File: src/rtl/eth_stats_pkg.sv
// Shared types and register map for the Ethernet RX FIFO statistics poller.
package eth_stats_pkg;

  typedef enum logic [1:0] {
    ST_IDLE = 2'd0,
    ST_AR   = 2'd1,
    ST_R    = 2'd2,
    ST_DONE = 2'd3
  } state_e;

  localparam int NUM_CNT = 3;

  localparam logic [13:0] CORRUPTED_OFS = 14'hC;
  localparam logic [13:0] DROPPED_OFS   = 14'h10;
  localparam logic [13:0] TOTAL_OFS     = 14'h14;

  // Read order of one round; idx walks this table front to back.
  localparam logic [13:0] CNT_OFS [NUM_CNT] = '{CORRUPTED_OFS, DROPPED_OFS, TOTAL_OFS};

  function automatic logic [13:0] cnt_ofs(input logic [1:0] idx);
    case (idx)
      2'd0:    return CNT_OFS[0];
      2'd1:    return CNT_OFS[1];
      2'd2:    return CNT_OFS[2];
      default: return 14'h0;
    endcase
  endfunction

endpackage

File: src/rtl/eth_stats_axil_poller_timer.sv
// Poll period timer: counts down from PERIOD-1 while enabled, one-cycle expire pulse at zero.
module eth_stats_period_timer #(
  parameter logic [31:0] PERIOD = 32'd1_000_000
) (
  input  logic clk,
  input  logic rstn,
  input  logic enable_i,
  output logic expire_o
);

  localparam logic [31:0] RELOAD = PERIOD - 32'd1;

  logic [31:0] count_q, count_d;

  // Disabling parks the counter at reload so a fresh enable always waits a full period.
  always_comb begin
    count_d  = count_q;
    expire_o = 1'b0;
    if (!enable_i) begin
      count_d = RELOAD;
    end else if (count_q == 32'd0) begin
      count_d  = RELOAD;
      expire_o = 1'b1;
    end else begin
      count_d = count_q - 32'd1;
    end
  end

  always_ff @(posedge clk) begin
    if (!rstn) begin
      count_q <= RELOAD;
    end else begin
      count_q <= count_d;
    end
  end

endmodule

File: src/rtl/eth_stats_axil_poller.sv
// AXI4-Lite read initiator that snapshots the RX FIFO corrupted/dropped/total counters.
// Define ETH_STATS_DELTA_EN to build the per-round delta outputs; otherwise they read 0.
module eth_stats_axil_poller
  import eth_stats_pkg::*;
#(
  parameter logic [13:0] BASE_ADDR   = 14'h0000,
  parameter logic [31:0] POLL_PERIOD = 32'd1_000_000
) (
  input  logic        clk,
  input  logic        rstn,
  input  logic        enable,
  input  logic        trigger,
  output logic        m_axi_arvalid,
  input  logic        m_axi_arready,
  output logic [13:0] m_axi_araddr,
  output logic [2:0]  m_axi_arprot,
  input  logic        m_axi_rvalid,
  output logic        m_axi_rready,
  input  logic [31:0] m_axi_rdata,
  input  logic [1:0]  m_axi_rresp,
  output logic        busy,
  output logic        snap_valid,
  output logic        snap_err,
  output logic [31:0] corrupted_cnt,
  output logic [31:0] dropped_cnt,
  output logic [31:0] total_cnt,
  output logic [31:0] corrupted_dlt,
  output logic [31:0] dropped_dlt,
  output logic [31:0] total_dlt,
  output logic [1:0]  dbg_state_o
);

  state_e      state_q, state_d;
  logic [1:0]  idx_q, idx_d;
  logic        pending_q, pending_d;
  logic        round_err_q, round_err_d;
  logic        snap_valid_q;
  logic        snap_err_q;
  logic [31:0] shadow_q [NUM_CNT];
  logic [31:0] cnt_q    [NUM_CNT];
  logic        shadow_we;
  logic        publish;
  logic        expire;

  eth_stats_period_timer #(
    .PERIOD (POLL_PERIOD)
  ) u_timer (
    .clk      (clk),
    .rstn     (rstn),
    .enable_i (enable),
    .expire_o (expire)
  );

  // Handshakes: a beat moves on any rising clk where valid && ready; arvalid holds with a
  // stable araddr until accepted, and only one read is ever outstanding (AR and R never overlap).
  always_comb begin
    state_d     = state_q;
    idx_d       = idx_q;
    pending_d   = pending_q | expire | trigger;
    round_err_d = round_err_q;
    shadow_we   = 1'b0;
    publish     = 1'b0;
    case (state_q)
      ST_IDLE: begin
        if (pending_q) begin
          pending_d   = expire | trigger;
          idx_d       = 2'd0;
          round_err_d = 1'b0;
          state_d     = ST_AR;
        end
      end
      ST_AR: begin
        if (m_axi_arready) state_d = ST_R;
      end
      ST_R: begin
        if (m_axi_rvalid) begin
          shadow_we   = 1'b1;
          round_err_d = round_err_q | (m_axi_rresp != 2'b00);
          if (idx_q == 2'(NUM_CNT - 1)) begin
            state_d = ST_DONE;
          end else begin
            idx_d   = idx_q + 2'd1;
            state_d = ST_AR;
          end
        end
      end
      ST_DONE: begin
        publish = 1'b1;
        state_d = ST_IDLE;
      end
      default: state_d = ST_IDLE;
    endcase
  end

  always_ff @(posedge clk) begin
    if (!rstn) begin
      state_q     <= ST_IDLE;
      idx_q       <= 2'd0;
      pending_q   <= 1'b0;
      round_err_q <= 1'b0;
    end else begin
      state_q     <= state_d;
      idx_q       <= idx_d;
      pending_q   <= pending_d;
      round_err_q <= round_err_d;
    end
  end

  // Shadows collect one round; the visible counters only move together in DONE.
  always_ff @(posedge clk) begin
    if (!rstn) begin
      snap_valid_q <= 1'b0;
      snap_err_q   <= 1'b0;
      for (int i = 0; i < NUM_CNT; i++) begin
        shadow_q[i] <= 32'd0;
        cnt_q[i]    <= 32'd0;
      end
    end else begin
      snap_valid_q <= publish;
      if (shadow_we) shadow_q[idx_q] <= m_axi_rdata;
      if (publish) begin
        snap_err_q <= round_err_q;
        for (int i = 0; i < NUM_CNT; i++) cnt_q[i] <= shadow_q[i];
      end
    end
  end

`ifdef ETH_STATS_DELTA_EN
  logic [31:0] dlt_q [NUM_CNT];

  // Modulo-2^32 subtraction makes a counter wrap still read as a small positive delta.
  always_ff @(posedge clk) begin
    if (!rstn) begin
      for (int i = 0; i < NUM_CNT; i++) dlt_q[i] <= 32'd0;
    end else if (publish) begin
      for (int i = 0; i < NUM_CNT; i++) dlt_q[i] <= shadow_q[i] - cnt_q[i];
    end
  end

  assign corrupted_dlt = dlt_q[0];
  assign dropped_dlt   = dlt_q[1];
  assign total_dlt     = dlt_q[2];
`else
  assign corrupted_dlt = 32'd0;
  assign dropped_dlt   = 32'd0;
  assign total_dlt     = 32'd0;
`endif

  assign m_axi_arvalid = (state_q == ST_AR);
  assign m_axi_araddr  = (state_q == ST_AR) ? (BASE_ADDR + cnt_ofs(idx_q)) : 14'h0;
  assign m_axi_arprot  = 3'b000;
  assign m_axi_rready  = (state_q == ST_R);
  assign busy          = (state_q != ST_IDLE);
  assign snap_valid    = snap_valid_q;
  assign snap_err      = snap_err_q;
  assign corrupted_cnt = cnt_q[0];
  assign dropped_cnt   = cnt_q[1];
  assign total_cnt     = cnt_q[2];
  assign dbg_state_o   = state_q;

endmodule

File: config.mk
export PLATFORM = sky130hd
export DESIGN_NAME = eth_stats_axil_poller
export DESIGN_NICKNAME = d
export VERILOG_FILES = /design/src/rtl/eth_stats_pkg.sv /design/src/rtl/eth_stats_axil_poller_timer.sv /design/src/rtl/eth_stats_axil_poller.sv
export SDC_FILE = /design/constraint.sdc
export NUM_CORES = 1
export LEC_CHECK = 0
export CAP_MARGIN = 15
export CELL_PAD_IN_SITES_DETAIL_PLACEMENT = 0
export CELL_PAD_IN_SITES_GLOBAL_PLACEMENT = 1
export CORE_MARGIN = 5
export CORE_UTILIZATION = 40
export CTS_CLUSTER_DIAMETER = 60
export DETAILED_ROUTE_END_ITERATION = 10
export PLACE_DENSITY = 0.92
export SLEW_MARGIN = 20
export SYNTH_ARGS = -nofsm -noshare
export SYNTH_HDL_FRONTEND = slang
export SYNTH_SLANG_ARGS = --single-unit
File: constraint.sdc
create_clock -name clk -period 7.4 [get_ports clk]
set_clock_uncertainty 0.1 [all_clocks]
set_input_delay 1.11 -clock clk [delete_from_list [all_inputs] [get_ports clk]]
set_output_delay 1.11 -clock clk [all_outputs]
set_load 0.02 [all_outputs]
Fig. 1: signal wires by layer
Scale bar: 50 um. Two of the layers only.
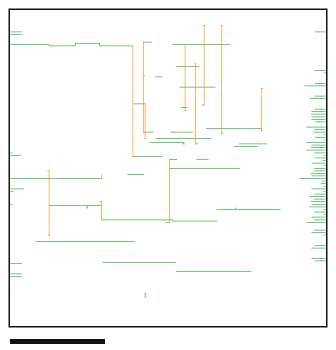
[orange] M4 | wire length: 402 um
[green] M3 | wire length: 1020 um

Fig. 2: clock distribution
Scale bar: 50 um.
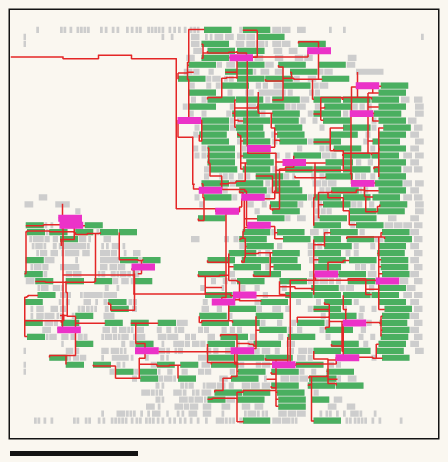
[magenta] clock-net drivers | count: 25
[red] clock wires | length: 2550 um
[green] flip-flops | count: 232
flops lie: widely spread
routed clock nets: 26
Insertion Delay late pin: 0.51 ns
Power Clock: 1.21 mW
clock power share: 0.422

==> flow_metrics.py <==
# Auto-generated metrics
metrics = {
    "cts": {
        "clkTransAtPathRegs_ns": 0.06,
        "post_cts_buffers": 0,
        "cts_resized": 0,
        "cts_hold_buf": 0,
        "clockBufferDepth": 3,
        "htreeDepth": 1,
        "cts_tree": "done",
        "ctsRootBufferMaster": "clkbuf_16",
    },
    "timing": {
        "setup_viol": 0,
        "finalCriticalPeriod_ns": 3.79,
        "setup_ws_ns": 3.61,
        "max_freq_mhz": 264,
        "finalClockPeriodUsage": 0.513,
        "hold_ws_ns": 0.308,
        "worst_slew_pin_slew_ns": 1.02,
        "tns_ns": 0,
        "drv_slew": 0,
        "rsz0062_at_grt": "false",
        "finalHoldViolations": 0,
        "max_slew_margin": 0.319,
    },
    "routing": {
        "drt_iter0_markers": 375,
        "drtAntennaViolNets": 0,
        "route.detailed.wl_per_inst_um": 14.9,
        "firstDrtPassIters": 5,
        "viasPerCell": 4.29,
        "vias": 5262,
        "postRouteWirelength_um": 18300,
        "drc": 0,
    },
    "setup_path": {
        "crit_family": "simple AND/OR/NAND/NOR gates",
        "crit_cells": 3,
        "r2r_slack_ns": 4.23,
        "start_kind": "input port",
        "cp.required_ns": 7.42,
        "slowest_stage": "and3_1",
        "cpPeakStageDelay_ns": 0.93,
        "rr_endpoint": "shadow_q[1][22]",
        "crit_path_start": "rstn",
        "crit_path_max_fanout": 33,
        "crit_path_end_kind": "flip-flop",
        "reg2regPathDepth": 4,
        "r2r-start": "dbg_state_o[1]",
        "arrival_ns": 3.82,
        "path_buffers": 1,
        "critical_path.endpoint": "shadow_q[1][22]",
        "path_class": "input port to flip-flop",
        "crit_chain": "clkdlybuf4s50_1 -> and3_1 -> nand2b_2",
    },
    "grt": {
        "grt_max_degree": 99,
        "antenna_found_initial": 1,
        "grt_pass1_vias": 5031,
        "grt_overflow": 0,
        "grt_pass1_wl_um": 27600,
        "grt_use_total": 0.123,
    },
    "final_layout": {
        "fill_cells": 2094,
        "lay_top_count": "and2_1",
        "layout_top_cells": "and2_1, edfxtp_1, clkdlybuf4s50_1",
        "final_core_util": 0.496,
        "design_area_um2": 12000,
        "logic_area_um2": 2740,
        "fin_cells": 1227,
        "drive_gt1_frac": 0.0642,
        "nets": 928,
        "seqCellArea_um2": 6570,
        "syn_to_final_growth_pct": 22.2,
        "insertedDiodeCount": 0,
    },
    "placement": {
        "hpwl_um": 12600,
        "portBuffers": 145,
        "gp_congestion": 0.753,
        "dp.cells": 1181,
        "dpl_worst_slack_ns": 2.99,
        "place_area_um2": 11200,
    },
    "logic_synthesis": {
        "area_leaders": "edfxtp_1, and2_1, buf_4",
        "ys_area_um2": 9840,
        "synth-async-reset-ratio": 0,
        "seq_area_frac_synth": 0.667,
        "ys_warn_count": 0,
        "ys_ff": 232,
        "edf_count": 192,
        "mappedNetlistArea_um2": 9840,
        "top_area_cell": "edfxtp_1",
        "synth.avg_cell_area_um2": 13.4,
        "syn_inst": 737,
        "ys_types": 45,
        "ff_type": "edfxtp_1",
        "top_area_frac": 0.586,
        "ys_cells": 737,
    },
    "worst_hold_path": {
        "whs_path_depth": 1,
        "worstHoldStart": "u_timer.count_q[0]",
        "min_to": "u_timer.count_q[0]",
        "hold_path_class": "flip-flop to flip-flop",
    },
    "floorplanning": {
        "initial_core_util": 0.406,
        "rows": 57,
        "io_pins": 256,
        "die_w_um": 167,
        "die-area_um2": 27800,
        "die_y_um": 167,
        "core_um2": 24200,
    },
    "power": {
        "power.total_mw": 2.88,
        "powerDensity_nw_per_um2": 239,
        "power.leakage_nw": 4.56,
        "irDropWorstVdd_uv": 191,
    },
    "run": {
        "warnings": 28,
        "drv_cap": 0,
    },
    "run_status": {
        "status": "finished, final reports clean",
    },
}
Fig. 3: clock nets
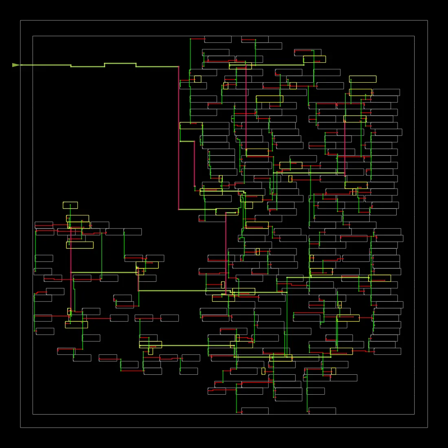
FF+latch count: 232
CLK BUF: 30
CTS Buf Count: 25
clk sinks: 232

Yosys cell counts (all sizes together), types with 2 or more instances:
cell    count
xor2       17
nor2b       5
nand4b      4
mux2i       2
and3        4
a21oi       6
inv         8
nor2       30
nor3        8
dfxtp      40
o21ai       9
or3         6
nand3b      3
o21a        3
clkbuf     23
or4         5
nand3       7
nor4        4
edfxtp    192
buf       113
ha          4
xnor2       5
nand4       5
and2      197
nand2      23
nand2b      3
routing by layer:
| metal | share of wire | track usage | routed length [um] | vias to the layer above |
|---|---|---|---|---|
| met5 | 0.00071 | 0 | 13 | - |
| met4 | 0.022 | 0.0391 | 401 | 2 |
| met3 | 0.056 | 0.0242 | 1020 | 28 |
| met2 | 0.53 | 0.222 | 9730 | 133 |
| met1 | 0.39 | 0.148 | 7120 | 2509 |
| li1 | - | - | - | 2590 |
flip-flops by register name, indices dropped and copies added (netlist names):
register         cells
snap_valid           1
pending_q            1
snap_err             1
u_timer.count_q     32
round_err_q          1
shadow_q            96
dbg_state_o          2
idx_q                2
cnt_q               96
layout make-up:
class,instances,share of cell area
flip-flops and latches,232,0.546
clock inverters,16,0.0144
multi-input cells,470,0.228
well taps,324,0.0337
clock buffers,30,0.0536
repair buffers,147,0.122
inverters,8,0.00250
report_power, final:
group	internal [mW]	total (mW)	switching, mW
clock network	0.730	1.21	0.485
logic	0.0652	0.197	0.132
registers	1.45	1.47	0.0143
total	2.25	2.88	0.631
cell families after synthesis:
logic type	after synthesis	synth area share
buf+inv	144	0.0981
xor+xnor	22	0.0196
fa+ha+maj	4	0.00508
mux	2	0.00203
other cells	1	0.000381
simple gates	308	0.191
flops	232	0.667
compound gates	24	0.0164
Power figures rest on the tool's default switching activity, not on a simulated workload.
